m1.png
Supply wires on this layer in grey.
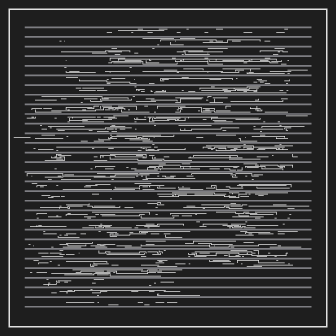
m2.png
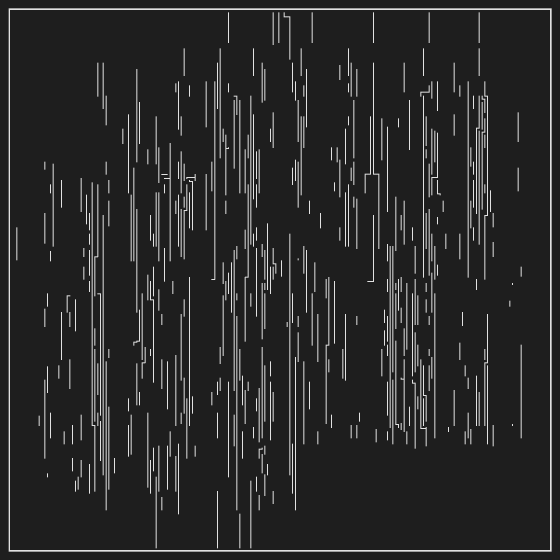
m3.png
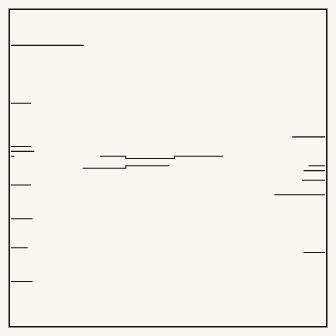
[src/rtl/ccff_loader_pkg.sv]
// ccff_loader_pkg
//   Shared types and helpers for the configuration-chain loader.
//   - state_e   : loader FSM states (IDLE, RUN, DONE)
//   - num_words : ceiling division, words needed to cover a chain
package ccff_loader_pkg;

    typedef enum logic [1:0] {
        ST_IDLE = 2'd0,
        ST_RUN  = 2'd1,
        ST_DONE = 2'd2
    } state_e;

    function automatic int unsigned num_words(input int unsigned len, input int unsigned w);
        return (len + w - 1) / w;
    endfunction

endpackage

[src/rtl/ccff_chain_loader_packer.sv]
// ccff_rb_packer
//   Serial-to-parallel packer for bits leaving the configuration chain.
//   Bits are packed LSB-first; a word is emitted after WORD_W bits or on
//   the last bit of the chain (zero-padded above the last bit).
//   Ports:
//     clk_i, rst_i   : clock, synchronous active-high reset
//     clear_i        : discard any partial group (new load)
//     bit_i          : sampled chain tail bit
//     strobe_i       : bit_i is valid this cycle
//     last_i         : this strobe carries the final chain bit
//     rb_data_o      : packed readback word (held between pulses)
//     rb_valid_o     : one-cycle pulse qualifying rb_data_o
module ccff_rb_packer #(
    parameter int unsigned WORD_W = 8
) (
    input  logic              clk_i,
    input  logic              rst_i,
    input  logic              clear_i,
    input  logic              bit_i,
    input  logic              strobe_i,
    input  logic              last_i,
    output logic [WORD_W-1:0] rb_data_o,
    output logic              rb_valid_o
);

    localparam int unsigned POS_W = (WORD_W > 1) ? $clog2(WORD_W) : 1;

    logic [WORD_W-1:0] acc_q, acc_d;
    logic [POS_W-1:0]  pos_q, pos_d;
    logic [WORD_W-1:0] data_q, data_d;
    logic              valid_q, valid_d;
    logic [WORD_W-1:0] word_w;

    always_comb begin
        acc_d   = acc_q;
        pos_d   = pos_q;
        data_d  = data_q;
        valid_d = 1'b0;
        // Accumulator is cleared after every emission, so bits above the
        // current position are already zero for a partial final group.
        word_w          = acc_q;
        word_w[pos_q]   = bit_i;
        if (clear_i) begin
            acc_d = '0;
            pos_d = '0;
        end else if (strobe_i) begin
            if (pos_q == POS_W'(WORD_W - 1) || last_i) begin
                data_d  = word_w;
                valid_d = 1'b1;
                acc_d   = '0;
                pos_d   = '0;
            end else begin
                acc_d = word_w;
                pos_d = pos_q + 1'b1;
            end
        end
    end

    always_ff @(posedge clk_i) begin
        if (rst_i) begin
            acc_q   <= '0;
            pos_q   <= '0;
            data_q  <= '0;
            valid_q <= 1'b0;
        end else begin
            acc_q   <= acc_d;
            pos_q   <= pos_d;
            data_q  <= data_d;
            valid_q <= valid_d;
        end
    end

    assign rb_data_o  = data_q;
    assign rb_valid_o = valid_q;

endmodule

[src/rtl/ccff_chain_loader.sv]
// ccff_chain_loader
//   Loads a configuration chain: accepts bitstream words over valid/ready,
//   serialises them LSB-first onto ccff_head with one chain shift per cycle
//   of chain_clk_en, and packs the displaced ccff_tail bits into readback
//   words.
//   Ports:
//     prog_clk, prog_reset : clock, synchronous active-high reset
//     start                : begin a full chain load (ignored while busy)
//     cfg_data/valid/ready : bitstream word handshake, bit 0 shifted first
//     ccff_head            : serial data into the chain
//     chain_clk_en         : chain clock-gate enable, one shift per cycle
//     ccff_tail            : serial data out of the chain
//     rb_data/rb_valid     : packed readback words
//     busy, done           : load in progress / load complete
module ccff_chain_loader
    import ccff_loader_pkg::*;
#(
    parameter int unsigned WORD_W    = 8,
    parameter int unsigned CHAIN_LEN = 240,
    parameter int unsigned CNT_W     = $clog2(CHAIN_LEN + 1)
) (
    input  logic              prog_clk,
    input  logic              prog_reset,
    input  logic              start,
    input  logic [WORD_W-1:0] cfg_data,
    input  logic              cfg_valid,
    output logic              cfg_ready,
    output logic              ccff_head,
    output logic              chain_clk_en,
    input  logic              ccff_tail,
    output logic [WORD_W-1:0] rb_data,
    output logic              rb_valid,
    output logic              busy,
    output logic              done
);

    localparam int unsigned NUM_WORDS = num_words(CHAIN_LEN, WORD_W);
    localparam int unsigned IDX_W     = (WORD_W > 1) ? $clog2(WORD_W) : 1;
    localparam int unsigned WCNT_W    = $clog2(NUM_WORDS + 1);

    state_e            state_q, state_d;
    logic [CNT_W-1:0]  cnt_q, cnt_d;
    logic [WCNT_W-1:0] wcnt_q, wcnt_d;
    logic [WORD_W-1:0] sr_q, sr_d;
    logic [IDX_W-1:0]  idx_q, idx_d;
    logic              sr_full_q, sr_full_d;
    logic [WORD_W-1:0] hr_q, hr_d;
    logic              hr_full_q, hr_full_d;

    logic shift_w;
    logic sr_free_w;
    logic accept_w;
    logic last_bit_w;
    logic pack_clear_w;

    assign shift_w    = (state_q == ST_RUN) && sr_full_q;
    assign last_bit_w = (cnt_q == CNT_W'(CHAIN_LEN - 1));
    // Words beyond the chain length are never accepted, so the host sees
    // exactly ceil(CHAIN_LEN/WORD_W) handshakes per load.
    assign cfg_ready  = (state_q == ST_RUN) && !hr_full_q && (wcnt_q < WCNT_W'(NUM_WORDS));
    assign accept_w   = cfg_valid && cfg_ready;
    assign sr_free_w  = !sr_full_q || (shift_w && idx_q == IDX_W'(WORD_W - 1));

    always_comb begin
        state_d      = state_q;
        cnt_d        = cnt_q;
        wcnt_d       = wcnt_q;
        sr_d         = sr_q;
        idx_d        = idx_q;
        sr_full_d    = sr_full_q;
        hr_d         = hr_q;
        hr_full_d    = hr_full_q;
        pack_clear_w = 1'b0;

        unique case (state_q)
            ST_IDLE, ST_DONE: begin
                if (start) begin
                    state_d      = ST_RUN;
                    cnt_d        = '0;
                    wcnt_d       = '0;
                    idx_d        = '0;
                    sr_full_d    = 1'b0;
                    hr_full_d    = 1'b0;
                    pack_clear_w = 1'b1;
                end
            end
            ST_RUN: begin
                if (shift_w) begin
                    cnt_d = cnt_q + 1'b1;
                    idx_d = idx_q + 1'b1;
                end
                if (accept_w) begin
                    wcnt_d = wcnt_q + 1'b1;
                end
                // Refill SR in the cycle it empties (HR first, then the
                // incoming word) so consecutive words shift with no bubble.
                if (sr_free_w) begin
                    sr_full_d = 1'b0;
                    if (hr_full_q) begin
                        sr_d      = hr_q;
                        sr_full_d = 1'b1;
                        idx_d     = '0;
                        hr_full_d = 1'b0;
                        if (accept_w) begin
                            hr_d      = cfg_data;
                            hr_full_d = 1'b1;
                        end
                    end else if (accept_w) begin
                        sr_d      = cfg_data;
                        sr_full_d = 1'b1;
                        idx_d     = '0;
                    end
                end else if (accept_w) begin
                    hr_d      = cfg_data;
                    hr_full_d = 1'b1;
                end
                if (shift_w && last_bit_w) begin
                    state_d   = ST_DONE;
                    sr_full_d = 1'b0;
                    hr_full_d = 1'b0;
                end
            end
            default: state_d = ST_IDLE;
        endcase
    end

    always_ff @(posedge prog_clk) begin
        if (prog_reset) begin
            state_q   <= ST_IDLE;
            cnt_q     <= '0;
            wcnt_q    <= '0;
            sr_q      <= '0;
            idx_q     <= '0;
            sr_full_q <= 1'b0;
            hr_q      <= '0;
            hr_full_q <= 1'b0;
        end else begin
            state_q   <= state_d;
            cnt_q     <= cnt_d;
            wcnt_q    <= wcnt_d;
            sr_q      <= sr_d;
            idx_q     <= idx_d;
            sr_full_q <= sr_full_d;
            hr_q      <= hr_d;
            hr_full_q <= hr_full_d;
        end
    end

    assign chain_clk_en = shift_w;
    assign ccff_head    = shift_w ? sr_q[idx_q] : 1'b0;
    assign busy         = (state_q == ST_RUN);
    assign done         = (state_q == ST_DONE);

    ccff_rb_packer #(
        .WORD_W (WORD_W)
    ) u_packer (
        .clk_i      (prog_clk),
        .rst_i      (prog_reset),
        .clear_i    (pack_clear_w),
        .bit_i      (ccff_tail),
        .strobe_i   (shift_w),
        .last_i     (last_bit_w),
        .rb_data_o  (rb_data),
        .rb_valid_o (rb_valid)
    );

endmodule

[config.mk]
export PLATFORM = sky130hd
export DESIGN_NAME = ccff_chain_loader
export DESIGN_NICKNAME = d
export VERILOG_FILES = /design/src/rtl/ccff_loader_pkg.sv /design/src/rtl/ccff_chain_loader_packer.sv /design/src/rtl/ccff_chain_loader.sv
export SDC_FILE = /design/constraint.sdc
export NUM_CORES = 1
export LEC_CHECK = 0
export ABC_CLOCK_PERIOD_IN_PS = 4500
export CAP_MARGIN = 20
export CELL_PAD_IN_SITES_DETAIL_PLACEMENT = 1
export CELL_PAD_IN_SITES_GLOBAL_PLACEMENT = 1
export CORE_MARGIN = 4
export CORE_UTILIZATION = 40
export DETAILED_ROUTE_END_ITERATION = 16
export PLACE_DENSITY = 0.7
export REMOVE_ABC_BUFFERS = 1
export SLEW_MARGIN = 10
export SYNTH_ARGS = -nofsm -noshare
export SYNTH_HDL_FRONTEND = slang
export SYNTH_SLANG_ARGS = --single-unit
[constraint.sdc]
create_clock -name prog_clk -period 4.5 [get_ports prog_clk]
set_clock_uncertainty 0.2 [all_clocks]
set_input_delay 1.35 -clock prog_clk [delete_from_list [all_inputs] [get_ports prog_clk]]
set_output_delay 1.35 -clock prog_clk [all_outputs]
set_load 0.03 [all_outputs]
==> summary.txt <==
Here are the numbers from the latest Yosys + OpenROAD run.

The OpenROAD warning count came out at 25. The count of clock-net buffers in the final layout came out at 8. The number of buffers on the longest clock path is 2. The number of enable flip-flop cells came out at 0. The run finished with clean final reports. By count the netlist is led by sky130_fd_sc_hd__dfxtp_1, sky130_fd_sc_hd__nor2_1, sky130_fd_sc_hd__mux2i_1, sky130_fd_sc_hd__a21oi_1, sky130_fd_sc_hd__a22oi_1. The critical path's slowest stage uses the library cell sky130_fd_sc_hd__clkdlybuf4s50_1. The portion of total power attributed to the clock network came out at 0.322.

The setup fix buffers added after clock tree synthesis is 0. In the finished design the tool counted flip-flops and latches totalling between 50 and 60. The power density over the cells came out at roughly 290 mW/mm2. STA classifies the critical path startpoint as a flop. The post-layout net count is just under 300. The power report attributes to the combinational group a share of 0.092. The filler cell count in the final layout is between 700 and 800. The slack of the worst reg-to-reg path is ~2.2 ns.

The number of logic inverters in the finished layout came out at 4. The gate count after technology mapping is 262. The clock-cell share of area came out at 0.0299. For reference, the top logic cell family by area is AND-OR/OR-AND gates. In this run the most used layer during global routing was met2. The maximum level of the CTS H-tree is 2. Per report_power, the Combinational row totals roughly 0.000081 W.

The count of warnings emitted by yosys came out at 0. The adder-cell area share of the yosys netlist came out at 0.0285. The met2 routed wirelength came out at 2.56 mm.

The number of antenna-violating nets in the routed design came out at 0. Sequential power for this build is just over 0.0005 W. Clock latency on the worst-skew pair, taken at its later pin, is ~0.3 ns.

The uppermost layer routed is met4. The clock network consumes a total of roughly 0.00028 W. The flow reports an fmax of roughly 0.27 GHz. The residual overflow from global routing came out at 0. The TritonCTS sink count is around 56.

The count of max-cap constraint violations is 0. The number of iterations in the first detailed-routing pass is 4. At the floorplan stage, the core utilization is reported as 0.413.

The commonest non-fill, non-tap cell in the layout is sky130_fd_sc_hd__dfxtp_1. The worst path arrival time came out at between 2 and 2.5 ns. Walking the worst path, the cells encountered are nor3b_4 -> and2_1 -> clkdlybuf4s50_1. Buffers inserted during clock tree synthesis total 5.

The switching power total is roughly 0.00021 W. Post-synthesis, Yosys gives the total cell area as approximately 0.0026 mm2. The count of boundary I/O pins is 27.

During placement, the flow inserted port buffers numbering 26. The total power of the final layout is about 0.00087 W. On the critical path the largest part of the delay comes from buffers and inverters. The clock-pin slew on the worst setup and hold paths came out at around 0.09 ns. The tapcell count is around 77.
Notes on m1.png above:
wire length on this layer: 2,840 um
share of all routed wire: 51%
longest straight run: 44.6 um
nets with wire on the layer: 278
main direction: horizontal
met1 Usage GRT: 0.221
Vias: 1,971
Final Routed Wirelength: 5.60 mm

Notes on m2.png above:
share of all routed wire: 46%
wire length on this layer: 2,560 um
nets with wire on the layer: 262
met2 track demand over resource: 0.245

Notes on m3.png above:
main direction: horizontal
longest straight run: 20.2 um
nets with wire on the layer: 16
wire length on this layer: 165 um
share of all routed wire: 2.9%
routing usage on met3: 0.0313

==> path summary, 6_finish.rpt <==
| kind | from | endpoint | cells after the start |
|---|---|---|---|
| worst min register to register | hr_q[5] | hr_q[5] | 2 |
| worst max register to register | idx_q[0] | sr_q[2] | 6 |
| worst max-delay path | hr_full_q | cfg_ready | 3 |
| worst min-delay path | hr_q[5] | hr_q[5] | 2 |
==> per-stage QoR <==
step / utilization / cells / area [um2] / setup WS [ns] / hold WS (ns)
floorplan: - / 244 / 2550 / 1.50 / 0.263
global placement: 0.457 / 349 / 2920 / 1.09 / 0.275
detailed placement: 0.457 / 349 / 2920 / 1.03 / 0.288
CTS: 0.471 / 357 / 3010 / 0.797 / 0.312
global route: 0.471 / 357 / 3010 / 0.699 / 0.341
finish: 0.471 / 357 / 3010 / 0.824 / 0.303
No activity file was given, so power comes from the tool's default toggle rates.
